===== config.mk =====
export PLATFORM = sky130hd
export DESIGN_NAME = sddac_interp
export DESIGN_NICKNAME = d
export VERILOG_FILES = /design/src/rtl/sddac_interp.sv
export SDC_FILE = /design/constraint.sdc
export NUM_CORES = 1
export LEC_CHECK = 0
export CAP_MARGIN = 20
export CORE_MARGIN = 3
export CORE_UTILIZATION = 59
export CTS_BUF_LIST = sky130_fd_sc_hd__clkbuf_4 sky130_fd_sc_hd__clkbuf_8 sky130_fd_sc_hd__clkbuf_16
export CTS_CLUSTER_DIAMETER = 200
export DETAILED_ROUTE_END_ITERATION = 7
export HOLD_SLACK_MARGIN = 0.03
export PLACE_DENSITY_LB_ADDON = 0.1
export SLEW_MARGIN = 20
export SYNTH_ARGS = -nofsm -noshare
export SYNTH_HDL_FRONTEND = slang
export SYNTH_SLANG_ARGS = --single-unit
export TNS_END_PERCENT = 1

===== constraint.sdc =====
create_clock -name clk -period 4 [get_ports clk]
set_clock_uncertainty 0.2 [all_clocks]
set_input_delay 0.4 -clock clk [delete_from_list [all_inputs] [get_ports clk]]
set_output_delay 0.4 -clock clk [all_outputs]
set_load 0.02 [all_outputs]

===== src/rtl/sddac_interp.sv =====
// sddac_interp -- linear interpolator feeding the sigma-delta DAC.
//
// Accepts low-rate signed samples over a valid/ready handshake and produces
// one linearly interpolated 16-bit signed sample every clock. Each input
// sample becomes the endpoint of a segment R = 2^OSR_LOG2 clocks long.
// A one-deep skid register (nxt) decouples upstream from the segment timing.
//
// Ports:
//   clk          clock, all state updates on the rising edge
//   rst_n        synchronous active-low reset
//   in_sample    signed input sample (16b)
//   in_valid     in_sample valid this cycle
//   in_ready     block can accept a sample this cycle (= !nxt_full)
//   sig_out      interpolated signed sample (16b), drives sddac sig
//   sample_tick  one-cycle pulse in the cycle after each segment wrap
//   underrun     one-cycle pulse after a wrap that found nxt empty
module sddac_interp #(
  parameter int OSR_LOG2 = 6
) (
  input  logic        clk,
  input  logic        rst_n,
  input  logic [15:0] in_sample,
  input  logic        in_valid,
  output logic        in_ready,
  output logic [15:0] sig_out,
  output logic        sample_tick,
  output logic        underrun
);

  localparam int AW = 16 + OSR_LOG2;
  localparam logic [OSR_LOG2-1:0] PHASE_LAST = '1;

  logic signed [15:0]       cur_reg, cur_next;
  logic signed [15:0]       tgt_reg, tgt_next;
  logic signed [15:0]       nxt_reg, nxt_next;
  logic                     nxt_full_reg, nxt_full_next;
  logic [OSR_LOG2-1:0]      phase_reg, phase_next;
  logic signed [AW-1:0]     acc_reg, acc_next;
  logic                     tick_reg, tick_next;
  logic                     underrun_reg, underrun_next;

  logic signed [16:0]       delta;
  logic signed [AW-1:0]     delta_ext;
  logic                     wrap;
  logic                     accept;

  // The segment slope is carried implicitly by cur/tgt: after a wrap that
  // consumes nxt this is nxt - old tgt, and after an underrun wrap cur == tgt
  // so the slope is zero and the output holds flat.
  assign delta     = 17'(tgt_reg) - 17'(cur_reg);
  assign delta_ext = AW'(delta);

  assign wrap   = (phase_reg == PHASE_LAST);
  assign accept = in_valid && !nxt_full_reg;

  assign in_ready    = !nxt_full_reg;
  assign sig_out     = acc_reg[AW-1:OSR_LOG2];
  assign sample_tick = tick_reg;
  assign underrun    = underrun_reg;

  always_comb begin
    cur_next      = cur_reg;
    tgt_next      = tgt_reg;
    nxt_next      = nxt_reg;
    nxt_full_next = nxt_full_reg;
    phase_next    = phase_reg + OSR_LOG2'(1);
    acc_next      = acc_reg + delta_ext;
    tick_next     = 1'b0;
    underrun_next = 1'b0;

    if (wrap) begin
      phase_next = '0;
      // Reload from the endpoint instead of accumulating, so every segment
      // starts exactly on its sample with no drift carried over.
      acc_next   = {tgt_reg, {OSR_LOG2{1'b0}}};
      cur_next   = tgt_reg;
      tick_next  = 1'b1;
      if (nxt_full_reg) begin
        tgt_next      = nxt_reg;
        nxt_full_next = 1'b0;
      end else begin
        underrun_next = 1'b1;
      end
    end

    // in_ready is registered, so a wrap that empties nxt cannot also accept;
    // an accept on an underrun wrap lands in nxt for the following segment.
    if (accept) begin
      nxt_next      = in_sample;
      nxt_full_next = 1'b1;
    end
  end

  always_ff @(posedge clk) begin
    if (!rst_n) begin
      cur_reg      <= '0;
      tgt_reg      <= '0;
      nxt_reg      <= '0;
      nxt_full_reg <= 1'b0;
      phase_reg    <= '0;
      acc_reg      <= '0;
      tick_reg     <= 1'b0;
      underrun_reg <= 1'b0;
    end else begin
      cur_reg      <= cur_next;
      tgt_reg      <= tgt_next;
      nxt_reg      <= nxt_next;
      nxt_full_reg <= nxt_full_next;
      phase_reg    <= phase_next;
      acc_reg      <= acc_next;
      tick_reg     <= tick_next;
      underrun_reg <= underrun_next;
    end
  end

endmodule


==> notes.md <==
fresh numbers from the pnr run: routed length on met2=approximately 4.4 mm, Most Crowded Layer GR=met2, VDD IR max=between 200 and 300 uV, clock slew at reported path FFs=around 0.090 ns, Floorplan Utilization=approximately 62%, P_int=roughly 1.6 mW, R2R cell count=11, Setup TNS=0 ns, Reg power frac=about a third, final hold violation count=0, ANT nets after route=0, DP Wirelength=between 7 and 8 mm, met1 wire length=around 4.5 mm, buffers and inverters on the worst path=2, most common cell in the netlist=nand2_1, Finished Cell Area=0.00514 sq mm, Crit. path cell count=11, yosys stat area=around 0.0046 sq mm, DR iter-0 viols=174, Die Size=0.00892 sq mm, status=finished, final reports clean, R2R setup slack=just under 0.8 ns, CP dominant cell by count=inv_1, Buffers on Ports=37, Slew Limit Fails=0, post-CTS sizing=0, Registers, synthesis=79, OpenROAD warning count=27, pwr/cell area=513 mW/mm^2, Hold EP=phase_reg[0], relative slew slack=about 37%, Final WS setup=roughly 0.79 ns, CP delay by family, top=AND-OR/OR-AND gates, Worst path slowest cell=fa_1, met3 usage=under 10%, Top Layout Cells=118 x nand2_1, 81 x inv_1, 79 x dfxtp_1, RSZ-0062 raised after global routing=false, total grt overflow=0, DIE WIDTH=around 94 microns, crit end category=register, I/O pin count=38, Top Layer Used=met4, fraction of registers with async set/reset=0%, leading area contributor after synthesis=dfxtp_1, Post-Place Cells=~670, Routability Congestion=around 0.85, Final period util=between 80% and 90%, largest net degree at the start of global routing=43, minimum clock period=around 3.2 ns, H-tree Lvls=3, Synth Flop Type=dfxtp_1, post-synthesis average cell area=between 8 and 9 sq um, Area growth syn-to-layout=11.4%, clock tree buffer depth=2, Worst Min Path Start=phase_reg[0], sequential share of the synthesized area=34.2%, worst-path cell chain=inv_1 > fa_1 > inv_1 > ha_1 > o211ai_1 > o21a_2 > a2111oi_1 > or2_4 > a41o_1 > o2111a_1 > a211o_1, M1 GR Usage=34.9%, crit path max fanout=4, CORE AREA=between 0.007 and 0.008 sq mm, Worst-Skew Late Latency=between 0.3 and 0.4 ns, number of max-cap violations=0, worst r2r src=tgt_reg[2], Leak=about 2.1 nW, Diodes inserted=0, net switching power=988 uW, EDFF count, synth=0, CTS tree=done, reported combinational group power=approximately 1.1 mW, ys cells=567, Die H=between 90 and 100 microns, fmax=0.312 GHz, combinational power share=a little over two fifths, DRT Pass-1 Iters=4
layout make-up:
class	count	area [sq um]	share of cell area, %
Multi-Input combinational cell	367	2510	48.8
Sequential cell	79	1580	30.8
Timing Repair Buffer	44	423	8.22
Inverter	81	304	5.91
Clock buffer	10	131	2.55
Tap cell	99	124	2.41
Clock inverter	6	67.6	1.31
cell families after synthesis:
group / count (synthesis) / share of synthesized area, %
adders and majority gates: 45 / 15.6
buffers and inverters: 121 / 11.4
and+or+nand+nor: 175 / 16.1
DFF: 79 / 34.2
xor gates and xnor gates: 24 / 4.55
AOI/OAI and AO/OA: 123 / 18.1
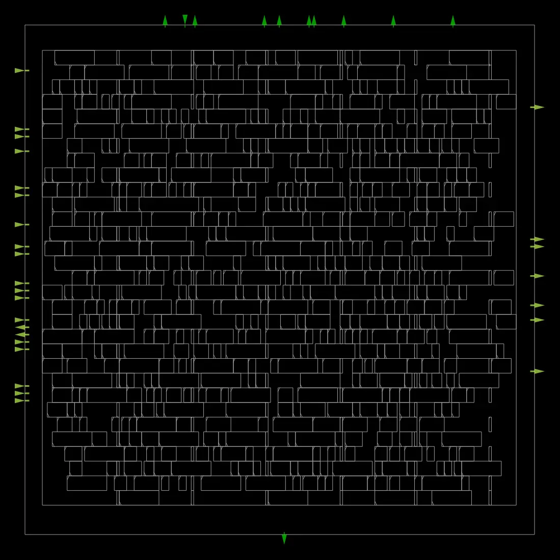
Figure 1: placement view.
Cell Count, Final, Fillers Out: 686
Fill cells: 610
seq_cells: 79
Final Core Density: 69.4%

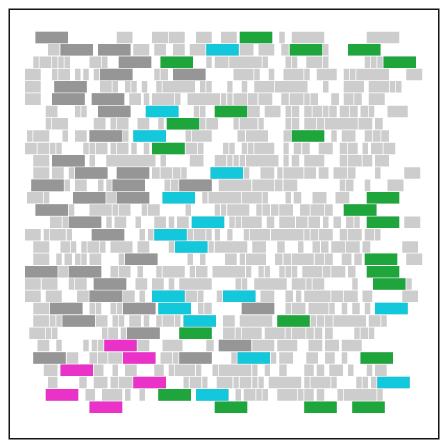
Figure 2: register map, names as in the netlist.
cur_reg -> cyan  # flops 16
acc_reg -> green  # flops 22
phase_reg -> magenta  # flops 6, where lower left
not coloured = 35
P_seq: 880 uW
Seq. cell area: 0.00158 sq mm
fraction of area in registers: 30.8%

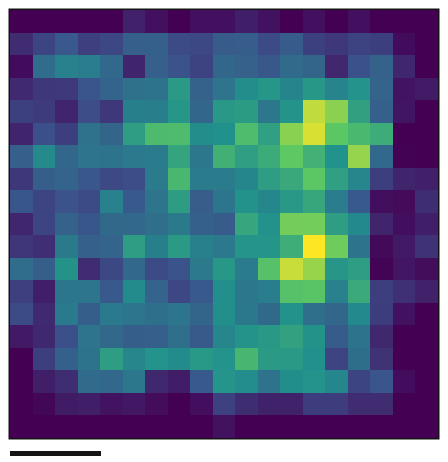
Figure 3: routed metal per tile.
The bar under the picture is 20 microns long. The die is cut into 19 by 19 equal tiles; dark purple is low, yellow is high, scaled to the fullest tile. Values are wire area over tile area, all layers added.
nearly empty tiles = 14%
mean over tiles = 0.18
fullest tile = 0.59
densest ninth of the die = centre
routed wire length: 9.79 mm
Vias: 3,664
GRT Overall Usage: 23.8%

Power is estimated from default activity; no workload was simulated.
